**src/rtl/bus_arbiter_pkg.sv**
```systemverilog
// bus_arbiter_pkg: shared FSM state encodings and default bus widths for the bus arbiter and bus control FSM
package bus_arbiter_pkg;
  typedef enum logic [1:0] {
    ST_IDLE  = 2'd0,
    ST_GRANT = 2'd1,
    ST_TURN  = 2'd2
  } state_t;
  localparam int BUS_N  = 4;
  localparam int BUS_OW = 2;
endpackage

```
**src/rtl/bus_arbiter_rr_pick.sv**
```systemverilog
// rr_pick: combinational round-robin picker; any=1 if a req is set, win=first set req scanning up from ptr with wrap
module rr_pick
  import bus_arbiter_pkg::*;
#(
  parameter int N  = BUS_N,
  parameter int OW = BUS_OW
) (
  input  logic [N-1:0]  req,
  input  logic [OW-1:0] ptr,
  output logic          any,
  output logic [OW-1:0] win
);
  // Scan offsets from highest to lowest so the smallest offset from ptr is written last and wins.
  always_comb begin
    any = 1'b0;
    win = '0;
    for (int i = N - 1; i >= 0; i--) begin
      if (req[(int'(ptr) + i) % N]) begin
        any = 1'b1;
        win = OW'((int'(ptr) + i) % N);
      end
    end
  end
endmodule

```
**src/rtl/bus_arbiter.sv**
```systemverilog
// bus_arbiter: round-robin owner arbiter driving one-hot trin enables on the shared tri-state bus
// Ports: clk, reset (sync, active-high), req[N], done[N] in; en[N] (registered one-hot-or-zero),
//        owner[OW], grant_valid (=|en), timeout (1-cycle pulse on MAX_HOLD release) out.
// Optional: define BUS_TURNAROUND_EN to insert one dead bus cycle (TURN) after every release.
module bus_arbiter
  import bus_arbiter_pkg::*;
#(
  parameter int N        = BUS_N,
  parameter int OW       = BUS_OW,
  parameter int MAX_HOLD = 8,
  parameter int CW       = 4
) (
  input  logic          clk,
  input  logic          reset,
  input  logic [N-1:0]  req,
  input  logic [N-1:0]  done,
  output logic [N-1:0]  en,
  output logic [OW-1:0] owner,
  output logic          grant_valid,
  output logic          timeout
);
  state_t        state;
  logic [OW-1:0] ptr;
  logic [OW-1:0] nxt;
  logic [OW-1:0] pick_ptr;
  logic [OW-1:0] win;
  logic [CW-1:0] cnt;
  logic          any;
  logic          lim;
  logic          rel;
  assign nxt         = (owner == OW'(N - 1)) ? '0 : owner + 1'b1;
  // While granted, arbitrate as if the pointer were already advanced past the owner,
  // so a direct handover and a lone-requester regrant both fall out of one picker.
  assign pick_ptr    = (state == ST_GRANT) ? nxt : ptr;
  assign lim         = (MAX_HOLD != 0) && (cnt == CW'(MAX_HOLD - 1));
  assign rel         = !req[owner] || done[owner] || lim;
  assign grant_valid = |en;
  rr_pick #(.N(N), .OW(OW)) u_pick (
    .req (req),
    .ptr (pick_ptr),
    .any (any),
    .win (win)
  );
  always_ff @(posedge clk) begin
    if (reset) begin
      state   <= ST_IDLE;
      en      <= '0;
      owner   <= '0;
      ptr     <= '0;
      cnt     <= '0;
      timeout <= 1'b0;
    end else begin
      timeout <= (state == ST_GRANT) && lim;
      case (state)
        ST_GRANT: begin
          if (rel) begin
            ptr <= nxt;
            cnt <= '0;
            en  <= '0;
`ifdef BUS_TURNAROUND_EN
            state <= ST_TURN;
`else
            state <= any ? ST_GRANT : ST_IDLE;
            if (any) begin
              en[win] <= 1'b1;
              owner   <= win;
            end
`endif
          end else begin
            cnt <= cnt + 1'b1;
          end
        end
        default: begin
          state <= any ? ST_GRANT : ST_IDLE;
          en    <= '0;
          cnt   <= '0;
          if (any) begin
            en[win] <= 1'b1;
            owner   <= win;
          end
        end
      endcase
    end
  end
endmodule

```
**config.mk**
```make
export PLATFORM = sky130hd
export DESIGN_NAME = bus_arbiter
export DESIGN_NICKNAME = d
export VERILOG_FILES = /design/src/rtl/bus_arbiter_pkg.sv /design/src/rtl/bus_arbiter_rr_pick.sv /design/src/rtl/bus_arbiter.sv
export SDC_FILE = /design/constraint.sdc
export NUM_CORES = 1
export LEC_CHECK = 0
export CORE_UTILIZATION = 46
export DETAILED_ROUTE_END_ITERATION = 6
export PLACE_DENSITY = 0.76
export SETUP_SLACK_MARGIN = 0.15
export SKIP_CTS_REPAIR_TIMING = 1
export SKIP_LAST_GASP = 1
export SLEW_MARGIN = 20
export SYNTH_ARGS = -nofsm -noshare
export SYNTH_HDL_FRONTEND = slang
export SYNTH_SLANG_ARGS = --single-unit
```
**constraint.sdc**
```tcl
create_clock -name clk -period 2.1 [get_ports clk]
set_input_delay 0.315 -clock clk [delete_from_list [all_inputs] [get_ports clk]]
set_output_delay 0.315 -clock clk [all_outputs]
set_load 0.1 [all_outputs]
```
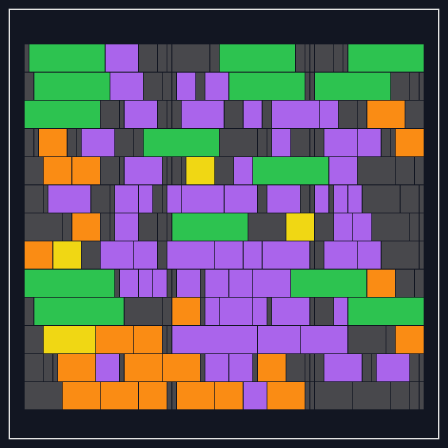
Figure 1: run 1, placed cells, one color a class.
Fill, decap, tap and diode cells in gray.
purple -> combinational and other logic  # cells 58
yellow -> clock drivers and dummy loads  # cells 4
orange -> remaining buffers and delay cells  # cells 22
green -> sequential cells  # cells 14
summed area of non-filler cells in the final layout: 963.4 um2
core occupancy in the finished layout: 70.51%
sequential portion of the cell area: 29.87%
Placeable Area: 0.001366 mm2

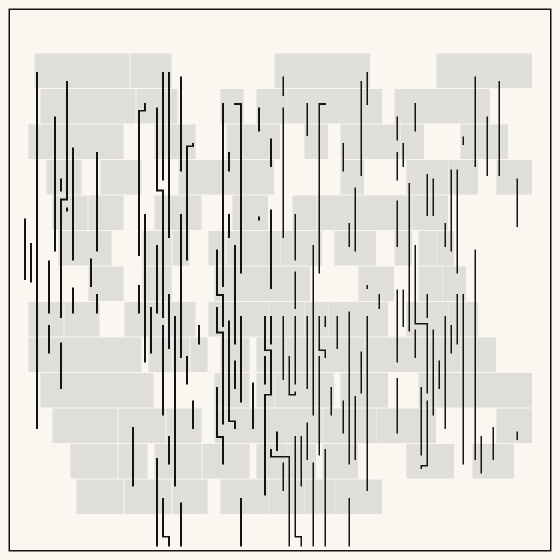
Figure 2: run 1, met2 routing.
nets with wire on the layer = 96
longest straight run = 27.2 um
main direction = vertical
wire length on this layer = 697 um
total vias in the final route: 622
overall routed net length: 1521 um
fraction of met2 tracks used by global routing: 33.20%

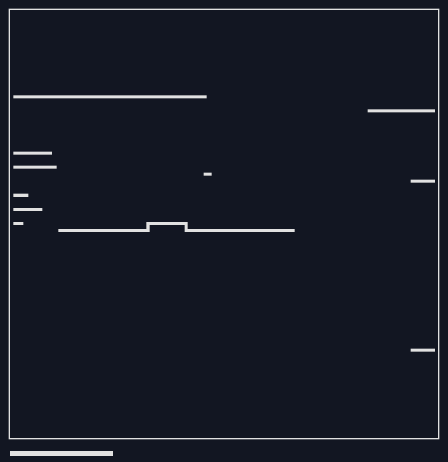
Figure 3: run 1, signal wires on met3.
Bar = 10 um.
nets with wire on the layer = 10
wire length on this layer = 64.6 um
main direction = horizontal
share of all routed wire = 4.3%

==> results.txt, run 1 <==
Physical implementation

Total power normalized to cell area comes to 850.8 mW/mm2. The commonest cells after synthesis are dfxtp_1 (14), nand2b_1 (6), nand2_1 (4), nand3_1 (4), nor2_1 (4). The end-of-flow timing check tallies setup violations at 0. For this design, the sink count on the clock tree is 14. Switching power as a fraction of the total was reported as roughly 39%.

The setup total negative slack is 0 ns. Summing the sequential cell areas from Yosys gives 39.30% of the chip area. The total number of tap cells is 15. The floorplan die area is ~0.0017 mm2. The number of placed I/O pins is 18.

In this run the top signal layer used is met4. The run finished with clean final reports. The count of cells in the finished layout, fillers not included, comes to approximately 110.

The Yosys step of the flow raised 0 warnings. The wire-length estimate of the detail-placed layout is ~1200 um. Measured against its own limit, the worst slew margin works out to ~69%. The design has 14 sequential cells. The deepest clock path buffer count is 2. Post-synth the commonest register cell is dfxtp_1. The critical path endpoint has a required time of 2.29 ns.

Overall routing resource usage recorded by global route was 20.58%. The switching power summed over all nets is 0.3231 mW. The post-synthesis cell area is a little over 700 um2. Note that the worst hold path type here is reg2reg. In this run the vertical extent of the chip is 41.38 um. The cell type that accounts for the most area after synthesis is dfxtp_1. The largest incremental delay on the critical path is ~0.42 ns. The startpoint type of the worst setup path is a register. The dominant kind of cell by area is multi-input combinational cells. The TritonCTS clock tree is done. Per the post-route antenna check, the number of violating nets is 0. The proportion of netlist area held by the largest area contributor is between 30% and 40%. On the final layout, the worst hold slack is between 0.4 and 0.5 ns. The depth of the CTS H-tree is 1. The first global-routing pass estimated about 2300 um of wire.
run 1: placed cells by master (no fill, tap or decap), types with 2 or more instances in the layout:
cell / n
ha_1: 2
nor2b_1: 2
dfxtp_4: 2
clkbuf_4: 3
nand2b_1: 6
nor3_1: 3
mux2i_1: 3
dfxtp_1: 12
nor2_1: 4
o2bb2ai_1: 2
nand3_1: 4
a22o_1: 2
inv_1: 2
clkdlybuf4s50_1: 9
buf_4: 13
nand2_1: 4
run 1: power by group through the flow:
stage               Combinational (mW)  Sequential [mW]  Clock, mW
detailed placement               0.322            0.315          0
finish                           0.322            0.308      0.190
CTS                              0.323            0.308      0.198
floorplan                        0.147            0.408          0
global placement                 0.320            0.314          0
global route                     0.337            0.312      0.211
==> inputs of run 2 (changes only) <==
--- a/config.mk
+++ b/config.mk
@@ -11,7 +11,7 @@
 export SETUP_SLACK_MARGIN = 0.15
 export SKIP_CTS_REPAIR_TIMING = 1
 export SKIP_LAST_GASP = 1
-export SLEW_MARGIN = 20
+export SLEW_MARGIN = 30
 export SYNTH_ARGS = -nofsm -noshare
 export SYNTH_HDL_FRONTEND = slang
 export SYNTH_SLANG_ARGS = --single-unit
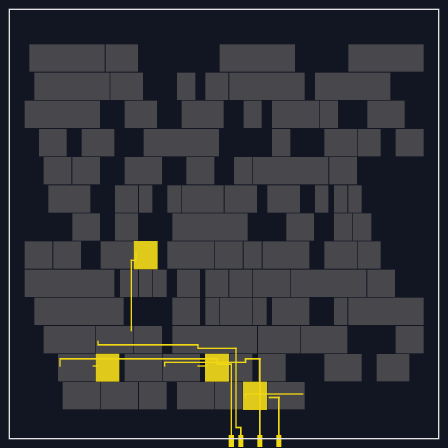
Figure 4: run 2, I/O nets highlighted.
yellow -> done  # bits 4, direction input, edge bottom, end cells 4, wire 84.2 um
number of port buffers: 17
number of I/O pins: 18

==> run 2 against run 1 <==
Worst setup slack did not move. Sequential power hardly changed. Register-to-register slack about the same. Via count unchanged. Critical path type unchanged. Clock-buffer cell count unchanged. Clock skew unchanged.
==> results.txt, run 2 <==
Physical implementation

The run finished with clean final reports. The most common logic cell in the final layout is buf_4. The most common logic cells in the final layout are buf_4 (13), dfxtp_1 (12), clkdlybuf4s50_1 (9), nand2b_1 (6). The number of sequential cells is 14. After synthesis the cells add up to around 700 um2. From the final report, the count of setup violators was given as 0. The detailed placer's ending HPWL is about 1200 um. The headroom to the max-slew limit is roughly 69%. After synthesis, the largest area contributor takes up approximately two fifths of total cell area.

The total number of vias is ~620. The highest metal layer carrying signal wires in the routed design is met4. The ratio of total power to cell area is 850.8 mW/mm2. Data on the critical path is required at its endpoint by around 2.3 ns. The core region is 0.001366 mm2. Among all cell classes, the greatest summed area belongs to multi-input combinational cells. Of the total power, the share spent switching nets is roughly 39%.

Routing resource usage on met2 recorded by global route was between 30% and 40%. The tightest min-delay check is of the reg2reg type. The dominant synthesized flop cell is dfxtp_1. The synthesis report lists the Yosys warning total as 0. The largest incremental delay on the critical path is 0.42 ns. TritonCTS built the clock tree. The final antenna-violating net count is 0.
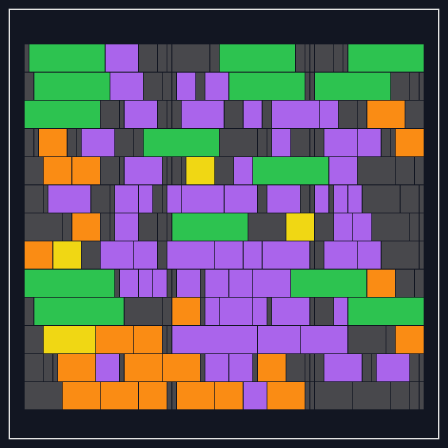
Figure 5: run 2, placed cells, one color a class.
Fill, decap, tap and diode cells in gray.
purple -> combinational and other logic  # cells 58
orange -> remaining buffers and delay cells  # cells 22
green -> sequential cells  # cells 14
yellow -> clock drivers and dummy loads  # cells 4

## run 2: cell counts in the layout (fill, tap and decap cells not counted)
Identical to the previous run, type by type.
## run 2: through the flow
| step | cells | util, % | cell area (um2) |
|---|---|---|---|
| 6_report | 113 | 70.51 | 963.4 |
| 5_1_grt | 113 | 70.51 | 963.4 |
| 4_1_cts | 113 | 70.51 | 963.4 |
| 3_3_place_gp | 109 | 67.86 | 927.1 |
| 2_1_floorplan | 73 | - | 724.4 |
| 3_5_place_dp | 109 | 67.86 | 927.1 |
## run 2: cells by family after synthesis
kind of cell,after synthesis,share of synthesized area (%)
compound gates,12,14.39
buf+inv,3,1.579
fa+ha+maj,2,3.508
flops,14,39.30
mux,5,8.947
xor+xnor,2,2.457
simple gates,35,29.83
Power is estimated from default activity; no workload was simulated.
